**src/rtl/fetch_unit.sv**
```systemverilog
// Instruction fetch unit: PC sequencing, single-outstanding imem request,
// one-entry instruction register toward decode, redirect and misalignment fault.
module fetch_unit #(
  parameter int ADDRESS_INSTRUCCION = 32,
  parameter logic [ADDRESS_INSTRUCCION-1:0] RESET_VECTOR = '0
) (
  input  logic                           clk,
  input  logic                           reset_n,
  input  logic                           start,
  input  logic [ADDRESS_INSTRUCCION-1:0] pc_in,
  input  logic                           redirect_valid,
  input  logic [ADDRESS_INSTRUCCION-1:0] redirect_addr,
  output logic                           imem_req,
  output logic [ADDRESS_INSTRUCCION-1:0] imem_addr,
  input  logic                           imem_ack,
  input  logic [ADDRESS_INSTRUCCION-1:0] imem_rdata,
  output logic                           instr_valid,
  output logic [ADDRESS_INSTRUCCION-1:0] instr,
  output logic [ADDRESS_INSTRUCCION-1:0] instr_pc,
  input  logic                           stall_in,
  output logic                           fault
);
  localparam int W = ADDRESS_INSTRUCCION;

  typedef enum logic [1:0] {IDLE, REQ, FAULT} state_t;

  state_t         state_q, state_d;
  logic [W-1:0]   pc_q, pc_d;
  logic           valid_q, valid_d;
  logic [W-1:0]   instr_q, instr_d;
  logic [W-1:0]   ipc_q, ipc_d;
  logic           jump;
  logic [W-1:0]   jump_addr;

  always_ff @(posedge clk or negedge reset_n) begin
    if (!reset_n) begin
      state_q <= IDLE;
      pc_q    <= RESET_VECTOR;
      valid_q <= 1'b0;
      instr_q <= '0;
      ipc_q   <= '0;
    end else begin
      state_q <= state_d;
      pc_q    <= pc_d;
      valid_q <= valid_d;
      instr_q <= instr_d;
      ipc_q   <= ipc_d;
    end
  end

  always_comb begin
    state_d   = state_q;
    pc_d      = pc_q;
    valid_d   = valid_q;
    instr_d   = instr_q;
    ipc_d     = ipc_q;
    imem_req  = 1'b0;
    jump      = 1'b0;
    jump_addr = pc_in;
    case (state_q)
      IDLE, FAULT: begin
        // redirect is ignored here; only start leaves these states
        if (start) begin
          if (pc_in[1:0] == 2'b00) begin
            state_d = REQ;
            pc_d    = pc_in;
          end else begin
            state_d = FAULT;
          end
        end
      end
      REQ: begin
        // start behaves as a redirect to pc_in and beats redirect_valid
        jump      = start || redirect_valid;
        jump_addr = start ? pc_in : redirect_addr;
        imem_req  = !jump && (!valid_q || !stall_in);
        if (jump) begin
          valid_d = 1'b0;
          if (jump_addr[1:0] == 2'b00) pc_d = jump_addr;
          else                         state_d = FAULT;
        end else if (imem_req && imem_ack) begin
          instr_d = imem_rdata;
          ipc_d   = pc_q;
          valid_d = 1'b1;
          pc_d    = pc_q + W'(4);
        end else if (valid_q && !stall_in) begin
          valid_d = 1'b0;
        end
      end
      default: state_d = IDLE;
    endcase
  end

  assign imem_addr   = pc_q;
  assign instr_valid = valid_q;
  assign instr       = instr_q;
  assign instr_pc    = ipc_q;
  assign fault       = (state_q == FAULT);

endmodule

```
**config.mk**
```make
export PLATFORM = sky130hd
export DESIGN_NAME = fetch_unit
export DESIGN_NICKNAME = d
export VERILOG_FILES = /design/src/rtl/fetch_unit.sv
export SDC_FILE = /design/constraint.sdc
export NUM_CORES = 1
export LEC_CHECK = 0
export ABC_AREA = 1
export CAP_MARGIN = 40
export CELL_PAD_IN_SITES_DETAIL_PLACEMENT = 0
export CELL_PAD_IN_SITES_GLOBAL_PLACEMENT = 1
export CORE_ASPECT_RATIO = 2
export CORE_MARGIN = 1
export CORE_UTILIZATION = 35
export DETAILED_ROUTE_END_ITERATION = 7
export PLACE_DENSITY_LB_ADDON = 0.1
export SYNTH_ARGS = -nofsm -noshare
export SYNTH_HDL_FRONTEND = slang
export SYNTH_SLANG_ARGS = --single-unit
```
**constraint.sdc**
```tcl
create_clock -name clk -period 3.86 [get_ports clk]
set_clock_uncertainty 0.2 [all_clocks]
set_input_delay 0.579 -clock clk [delete_from_list [all_inputs] [get_ports clk]]
set_output_delay 0.579 -clock clk [all_outputs]
set_load 0.1 [all_outputs]
```
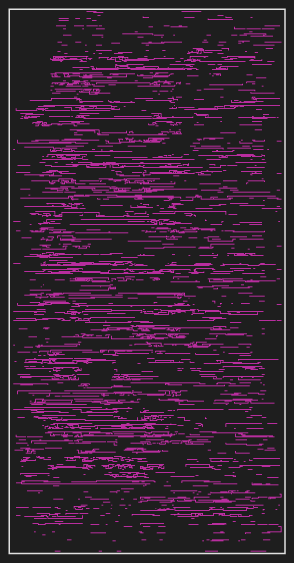
run_1/layer_met1.png
Drawn at 3 px/um.
The wires run mostly horizontal. The layer carries 7440 um of wire.
WL final: 19.3 mm
met1 GRT Util: 27.0%

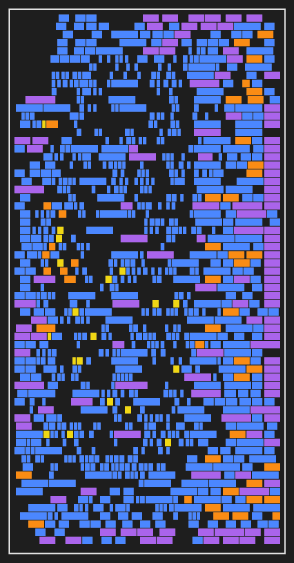
run_1/sizes.png
Drawn at 3 px/um.
Orange stands for _3 and _4 cells, cells 47, share 4.7%, most used mux2_4. Purple stands for _6 and larger, cells 118, share 12%, most used buf_8. Blue stands for _0 and _1 cells, cells 818, share 82%, most used nand2_1. Yellow stands for _2 cells, cells 19, share 1.9%, most used or2_2.
final instance area: 0.00976 mm2
Syn-to-layout area delta: 74.4%
non-clock buffer count in the final layout: 309
setup ws final: 0.729 ns

==> flow_metrics.env, run 1 <==
# physical design summary
export IMPL_syn_area_mm2=0.00560
export IMPL_fillCellCount=1316
export IMPL_top_layer="met4"
export IMPL_worst_path_most_repeated_cell="nand2_1"
export IMPL_cts_tree="built"
export IMPL_cts_buffers=9
export IMPL_sh_comb_area_pct=28.1
export IMPL_layout_nonclk_buf_share_pct=38.6
export IMPL_clock_latency_ns=0.36
export IMPL_top_area_share_pct=44.2
export IMPL_critPathRequiredTime_ns=3.95
export IMPL_synthCells=709
export IMPL_drc=0
export IMPL_cts_path_max_buffers=2
export IMPL_synth_distinct_cells=35
export IMPL_startpoint_type="primary input"
export IMPL_ff_type="dfrtp_1"
export IMPL_fp_dieW_um=91.4
export IMPL_synth_adder_area_share_pct=0.223
export IMPL_tap_cells=201
export IMPL_wire_per_inst_um=16.1
export IMPL_ys_sh_simple_pct=28.7
export IMPL_lay_top_cells="238 x nand2_1, 198 x clkdlybuf4s50_1, 99 x dfrtp_1"
export IMPL_via_count=5855
export IMPL_synth_edff_count=0
export IMPL_h_tree_depth=3
export IMPL_max_slew_margin_pct=44.4
export IMPL_port_buffers=200
export IMPL_p_clk_share_pct=16.8
export IMPL_grt_use_total_pct=23.9
export IMPL_worst_path_max_fanout=25
export IMPL_synth_logic_top_family="simple AND/OR/NAND/NOR gates"
export IMPL_first_global_vias=5974
export IMPL_ys_sh_mux_pct=9.45
export IMPL_crit_type="primary input to register"
export IMPL_viasPerCell=4.87
export IMPL_p_sw_share_pct=47.6
export IMPL_yosys_stat_chipArea_mm2=0.00560
export IMPL_rsz0062_at_grt="false"
export IMPL_drt_initial_drc_count=300
export IMPL_critPathSlowestCell="clkdlybuf4s50_1"
export IMPL_yosys_cells=709
export IMPL_p_switching_mw=2.75
export IMPL_hold_viol=0
export IMPL_aoi_share_pct=10.3
export IMPL_syn_area_per_cell_um2=7.90
export IMPL_path_delay_family="buffers and inverters"
export IMPL_yosysWarningCount=0
export IMPL_critPathBufInv=4
export IMPL_fmax_mhz=319
export IMPL_grt_met2_usage_pct=43.6
export IMPL_cp_slowest_stage_delay_ns=0.63
export IMPL_min_period_ns=3.13
export IMPL_wl_met3_um=839
export IMPL_cp_data_arrival_time_ns=3.22
export IMPL_final_cells=1203
export IMPL_yosys_area_top_type="dfrtp_1"
export IMPL_grt_busiest_layer="met2"
export IMPL_ioPinCount=201
export IMPL_fp_util_pct=35.7
export IMPL_status="finished, final reports clean"
export IMPL_end_kind="register"
export IMPL_warning_count=26
export IMPL_p_comb_share_pct=57.9
export IMPL_final_net_count=1100
export IMPL_ys_ff=99
export IMPL_async_reset_ff_share_pct=100
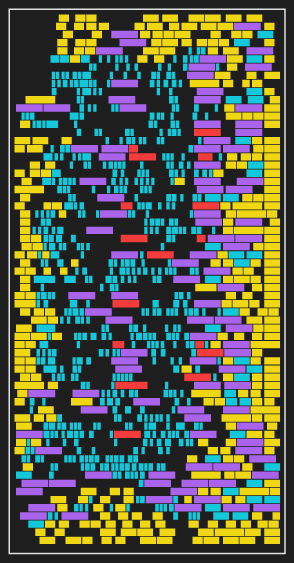
run_1/placement_by_type.png
Drawn at 3 px/um.
Purple stands for sequential cells, cells 99, share of their area 26%. Cyan stands for combinational and other logic, cells 578, share of their area 31%. Red stands for clock drivers and dummy loads, cells 16, share of their area 3.3%. Yellow stands for remaining buffers and delay cells, cells 309, share of their area 40%.
fin util: 62.2%
row cnt: 65

## run 1: Yosys cell counts (all sizes together), types with 7 or more instances
cell type / instances
or2: 7
a221oi: 13
nand2: 242
a21oi: 28
nor2: 66
dfrtp: 99
clkbuf: 12
nand3: 61
mux2: 36
o21ai: 59
buf: 20
inv: 53
## run 1: path summary, 6_finish.rpt
path,start,endpoint,cells past startpoint
worst max-delay path,start,imem_addr[20]$_DFFE_PN0P_,12
worst min-delay path,reset_n,instr[3]$_DFFE_PN0P_,1
worst max register to register,state_q[0]$_DFFE_PN0P_,imem_addr[20]$_DFFE_PN0P_,10
worst min register to register,instr_pc[14]$_DFFE_PN0P_,instr_pc[14]$_DFFE_PN0P_,2
max in group asynchronous,reset_n,instr[24]$_DFFE_PN0P_,2
min in group clk,instr_pc[14]$_DFFE_PN0P_,instr_pc[14]$_DFFE_PN0P_,2
## run 1: state kept, by name (all words and copies together), names as in the netlist
| register | count |
|---|---|
| imem_addr | 32 |
| instr | 32 |
| instr_pc | 32 |
| instr_valid | 1 |
| state_q | 2 |
## run 1: power by group through the flow
stage	Clock, mW	Sequential (mW)	Combinational (mW)
3_5_place_dp	0	1.48	3.36
2_1_floorplan	0	2.88	0.452
4_1_cts	0.988	1.47	3.36
3_3_place_gp	0	1.48	2.58
5_1_grt	1.03	1.50	3.47
6_report	0.968	1.46	3.34
## run 1: metrics by stage
stage	area, um2	power [mW]	hold slack (ns)	worst slack (ns)
6_report	9760	5.77	0.110	0.729
5_1_grt	9760	6.00	0.176	0.520
4_1_cts	9760	5.82	0.139	0.732
3_5_place_dp	9450	4.84	0.276	0.348
3_3_place_gp	7780	4.05	0.269	0.455
2_1_floorplan	5600	3.33	0.0834	0.666
==> run 1 -> run 2 <==
--- a/config.mk
+++ b/config.mk
@@ -11,7 +11,7 @@
 export CELL_PAD_IN_SITES_GLOBAL_PLACEMENT = 1
 export CORE_ASPECT_RATIO = 2
 export CORE_MARGIN = 1
-export CORE_UTILIZATION = 35
+export CORE_UTILIZATION = 29
 export DETAILED_ROUTE_END_ITERATION = 7
 export PLACE_DENSITY_LB_ADDON = 0.1
 export SYNTH_ARGS = -nofsm -noshare
==> constraint.sdc (replaced) <==
create_clock -name clk -period 2.8 [get_ports clk]
set_clock_uncertainty 0.2 [all_clocks]
set_input_delay 0.42 -clock clk [delete_from_list [all_inputs] [get_ports clk]]
set_output_delay 0.42 -clock clk [all_outputs]
set_load 0.1 [all_outputs]
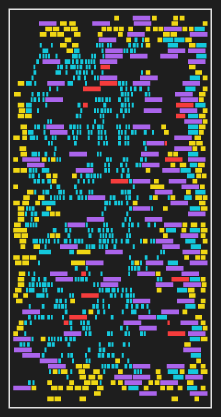
run_2/placement_by_type.png
Drawn at 2 px/um.
Cyan stands for combinational and other logic, cells 578, share of their area 38%. Purple stands for sequential cells, cells 99, share of their area 32%. Red stands for clock drivers and dummy loads, cells 16, share of their area 3.7%. Yellow stands for remaining buffers and delay cells, cells 221, share of their area 26%.
core area: 0.0188 mm2
final instance area: 0.00799 mm2

==> run 2 against run 1 <==
- power up 16%
- die size up 20%
- synthesized cell count unchanged
- routed wire length up 0.47%
- cell count down 2.8%
- non-clock buffer count down 88
- clock power up 25%
- critical path depth down 4
- sequential power up 39%
- register-to-register slack worse by 0.43 ns
- setup slack worse by 0.30 ns
- largest cell class is now combinational gates
==> flow_metrics.env, run 2 <==
# physical design summary
export IMPL_cp_slowest_stage_delay_ns=0.64
export IMPL_finalWorstSetupSlack_ns=0.429
export IMPL_aoi_share_pct=10.3
export IMPL_top_area_share_pct=44.2
export IMPL_cts_buffers=9
export IMPL_worst_path_max_fanout=34
export IMPL_common_cells="238 x nand2_1, 99 x dfrtp_1, 60 x nand3_1, 58 x nor2_1, 49 x inv_1"
export IMPL_max_slew_margin_pct=57.4
export IMPL_routed_wl_mm=19.4
export IMPL_r2r_cells=10
export IMPL_fillCellCount=1984
export IMPL_area_delta_synth_final_pct=42.7
export IMPL_cts_tree="built"
export IMPL_hold_path_startpoint="instr_pc[5]$_DFFE_PN0P_"
export IMPL_clock_latency_ns=0.35
export IMPL_hold_viol=0
export IMPL_yosys_stat_chipArea_mm2=0.00560
export IMPL_synth_edff_count=0
export IMPL_synth_distinct_cells=35
export IMPL_port_buffers=200
export IMPL_fp_dieW_um=100
export IMPL_met1_usage_pct=21.7
export IMPL_critPathSlowestCell="clkdlybuf4s50_1"
export IMPL_cp_data_arrival_time_ns=2.40
export IMPL_grt_busiest_layer="met2"
export IMPL_status="finished, final reports clean"
export IMPL_yosys_area_top_type="dfrtp_1"
export IMPL_critical_path_depth=8
export IMPL_synth_adder_area_share_pct=0.223
export IMPL_ioPinCount=201
export IMPL_critPathRequiredTime_ns=2.83
export IMPL_h_tree_depth=3
export IMPL_hold_depth=2
export IMPL_ys_sh_simple_pct=28.7
export IMPL_first_global_vias=5741
export IMPL_hold_path_end="instr_pc[5]$_DFFE_PN0P_"
export IMPL_ys_ff=99
export IMPL_async_reset_ff_share_pct=100
export IMPL_syn_area_mm2=0.00560
export IMPL_final_cells=1169
export IMPL_yosysMostFrequentCell="nand2_1"
export IMPL_startpoint="start"
export IMPL_fp_util_pct=29.7
export IMPL_place_ws_ns=0.0278
export IMPL_synth_logic_top_family="simple AND/OR/NAND/NOR gates"
export IMPL_critPathBufInv=3
export IMPL_ff_type="dfrtp_1"
export IMPL_reg2reg_from="imem_addr[3]$_DFFE_PN0P_"
export IMPL_final_core_util_pct=42.4
export IMPL_lay_top_cells="238 x nand2_1, 116 x buf_4, 100 x clkdlybuf4s50_1"
export IMPL_yosys_cells=709
[run 2: cell counts after synthesis]
Identical to the previous run, type by type.
[run 2: stage by stage]
step	instance area, um2	total power [mW]
after floorplan	5600	4.60
after global placement	7690	5.55
after detailed placement	7700	5.56
after CTS	7990	6.82
after global routing	7990	7.03
final	7990	6.72
[run 2: how the worst max path moves through the flow]
stage                                            to
after floorplan           imem_addr[26]$_DFFE_PN0P_
after global placement     imem_addr[6]$_DFFE_PN0P_
after detailed placement   imem_addr[6]$_DFFE_PN0P_
after CTS                                  imem_req
after global routing       imem_addr[4]$_DFFE_PN0P_
final                      imem_addr[6]$_DFFE_PN0P_
[run 2: power breakdown]
part	leakage, nW	total (mW)	switching [mW]	internal, mW
clock	0.128	1.21	0.557	0.653
combinational	2.45	3.49	2.69	0.796
sequential	1.31	2.03	0.322	1.71
[run 2: kinds of logic (layout without fill, tap and decap cells)]
family                     after synthesis  after routing
AOI/OAI and AO/OA                      104            104
adders and majority gates                1              1
and+or+nand+nor                        383            383
DFF                                     99             99
buffers and inverters                   85            290
xor gates and xnor gates                 1              1
muxes                                   36             36
[run 2: final cells by class]
| type | count | area [um2] | share of cell area, % |
|---|---|---|---|
| inverters | 53 | 201 | 2.52 |
| repair buffers | 221 | 1960 | 24.5 |
| flip-flops and latches | 99 | 2480 | 31.0 |
| clock buffers | 13 | 260 | 3.26 |
| clock inverters | 3 | 22.5 | 0.282 |
| well taps | 255 | 319 | 3.99 |
| multi-input cells | 525 | 2750 | 34.4 |
[run 2: layer usage]
| layer | wire length (um) | share of wire [%] |
|---|---|---|
| met4 | 595 | 3.1 |
| met2 | 10200 | 53 |
| met5 | 0 | 0 |
| met1 | 7640 | 39 |
| met3 | 962 | 5.0 |
==> run 2 -> run 3 <==
==> constraint.sdc (replaced) <==
create_clock -name clk -period 2.1 [get_ports clk]
set_clock_uncertainty 0.2 [all_clocks]
set_input_delay 0.315 -clock clk [delete_from_list [all_inputs] [get_ports clk]]
set_output_delay 0.315 -clock clk [all_outputs]
set_load 0.1 [all_outputs]
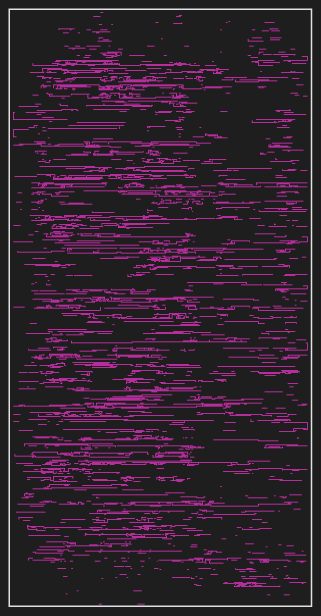
run_3/layer_met1.png
Drawn at 3 px/um.
The longest straight run is 38.2 um. 884 nets have wire on it.
met1 GRT Util: 22.2%
WL final: 20.2 mm

==> run 3 against run 2 <==
- sequential share of layout area down 2.9 points
- setup slack worse by 0.37 ns
- register-to-register slack worse by 0.49 ns
- clock power grew 36%
- first-iteration DRC count grew 5.3%
- core utilization increased by 5.1 points
- critical path depth is 1 lower
- non-clock buffer count increased by 33
- sequential power is about 40% higher
- die size is the same
- clock-buffer cell count did not move
- combinational power is 52% higher
- critical endpoint is now imem_req
- largest cell class is now buffers
==> flow_metrics.env, run 3 <==
# physical design summary
export IMPL_p_comb_mw=5.29
export IMPL_viasPerCell=4.66
export IMPL_firstDrtPassIters=4
export IMPL_status="finished, final reports clean"
export IMPL_yosys_area_top_type="dfrtp_1"
export IMPL_num_antenna_cells=0
export IMPL_seqPwrFrac_pct=29.1
export IMPL_internal_power_mw=4.87
export IMPL_area_delta_synth_final_pct=59.8
export IMPL_largest_cell_class="buffers"
export IMPL_yosys_cells=709
export IMPL_sh_seq_area_pct=28.1
export IMPL_wire_per_inst_um=16.8
export IMPL_hold_viol=0
export IMPL_fp_util_pct=29.7
export IMPL_ys_ff=99
export IMPL_ioPinCount=201
export IMPL_setup_tns_ns=0
export IMPL_top_area_share_pct=44.2
export IMPL_critical_path_depth=7
export IMPL_cts_buffers=9
export IMPL_cp_slowest_stage_delay_ns=0.44
export IMPL_fp_dieW_um=100
export IMPL_p_comb_share_pct=54.2
export IMPL_h_tree_depth=3
export IMPL_ff_type="dfrtp_1"
export IMPL_lay_top_cells="237 x nand2_1, 99 x clkdlybuf4s50_1, 97 x buf_4"
export IMPL_power_density_mw_per_mm2=1090
export IMPL_drtAntennaViolNets=0
export IMPL_p_switching_mw=4.91
export IMPL_async_reset_ff_share_pct=100
export IMPL_drc=0
export IMPL_p_clk_share_pct=16.8
export IMPL_cts_tree="built"
export IMPL_min_period_ns=2.04
export IMPL_grt_first_pass_wirelength_mm=31.1
export IMPL_p_clk_mw=1.64
export IMPL_clock_latency_ns=0.35
export IMPL_cp_data_arrival_time_ns=1.53
export IMPL_seq_area_mm2=0.00251
export IMPL_place_gp_congestion=0.826
export IMPL_syn_area_mm2=0.00560
export IMPL_top_power_group="combinational logic"
export IMPL_r2r_cells=11
export IMPL_nFlopsAndLatches=99
export IMPL_clock_area_share_pct=3.26
export IMPL_inverters_excl_clock=53
export IMPL_path_delay_family="buffers and inverters"
export IMPL_logic_area_mm2=0.00279
export IMPL_port_buffers=200
export IMPL_hold_class="primary input to asynchronous set/reset pin"
export IMPL_fmax_mhz=490
export IMPL_yosysWarningCount=0
export IMPL_buffers=254
export IMPL_tap_cells=255
export IMPL_p_total_mw=9.77
export IMPL_warning_count=27
export IMPL_reg2reg_from="imem_addr[2]$_DFFE_PN0P_"
export IMPL_comb_cells=525
export IMPL_seq_power_mw=2.84
export IMPL_core_area_mm2=0.0188
export IMPL_max_slew_margin_pct=63.8
export IMPL_cap_viol_max_count=0
export IMPL_leakage_nw=4.24
export IMPL_num_clock_buffers=13
export IMPL_clock_sinks=99
export IMPL_yosys_stat_chipArea_mm2=0.00560
export IMPL_critPathBufInv=4
export IMPL_worst_path_max_fanout=4
export IMPL_fillCellCount=1904
export IMPL_common_cells="238 x nand2_1, 99 x dfrtp_1, 60 x nand3_1, 58 x nor2_1, 49 x inv_1"
export IMPL_synth_distinct_cells=35
export IMPL_first_global_vias=5736
export IMPL_layout_nonclk_buf_share_pct=31.7
export IMPL_final_core_util_pct=47.5
export IMPL_critPathSlowestCell="clkdlybuf4s50_1"
export IMPL_yosysMostFrequentCell="nand2_1"
export IMPL_p_sw_share_pct=50.2
export IMPL_sh_comb_area_pct=31.2
export IMPL_critPathRequiredTime_ns=1.58
export IMPL_synth_edff_count=0
export IMPL_r2r_slack_ns=0.11
==> run 3: logic make-up (layout without fill, tap and decap cells) <==
kind of cell | after synthesis | after routing | share of synthesized area [%]
simple gates | 383 | 383 | 28.7
compound gates | 104 | 104 | 10.3
fa+ha+maj | 1 | 1 | 0.223
xor+xnor | 1 | 1 | 0.156
mux | 36 | 36 | 9.45
buf+inv | 85 | 323 | 6.88
flops | 99 | 99 | 44.2
==> run 3: worst max-delay path by stage <==
stage / startpoint / endpoint
after floorplan: imem_addr[6]$_DFFE_PN0P_ / imem_addr[25]$_DFFE_PN0P_
after global placement: start / imem_addr[4]$_DFFE_PN0P_
after detailed placement: start / imem_addr[19]$_DFFE_PN0P_
after CTS: imem_addr[2]$_DFFE_PN0P_ / imem_addr[30]$_DFFE_PN0P_
after global routing: imem_addr[3]$_DFFE_PN0P_ / imem_addr[29]$_DFFE_PN0P_
final: start / imem_req
==> run 3: per-layer routing <==
metal / routed length [um] / track usage [%] / vias to the layer above / share of wire [%]
met5: 0 / 0 / - / 0
met4: 448 / 7.25 / 0 / 2.2
met3: 885 / 3.51 / 22 / 4.4
met2: 11200 / 39.8 / 158 / 55
met1: 7680 / 22.2 / 2638 / 38
li1: - / - / 2779 / -
==> run 3: metrics by stage <==
step	worst slack (ns)	cell area, um2	instances
final	0.0571	8950	1202
after CTS	0.0179	8900	1200
after global placement	-0.263	8570	1181
after global routing	-0.00661	8950	1202
after detailed placement	-0.158	8580	1182
after floorplan	0.0251	5650	709
==> run 3: what timing repair did <==
item	CTS	global route
buffers inserted	1	2
hold endpoints to repair	23	0
endpoints found under the setup margin	4	13
hold buffers	1	0
pin swaps	2	0
resized	4	8
Power and IR drop assume default switching activity.
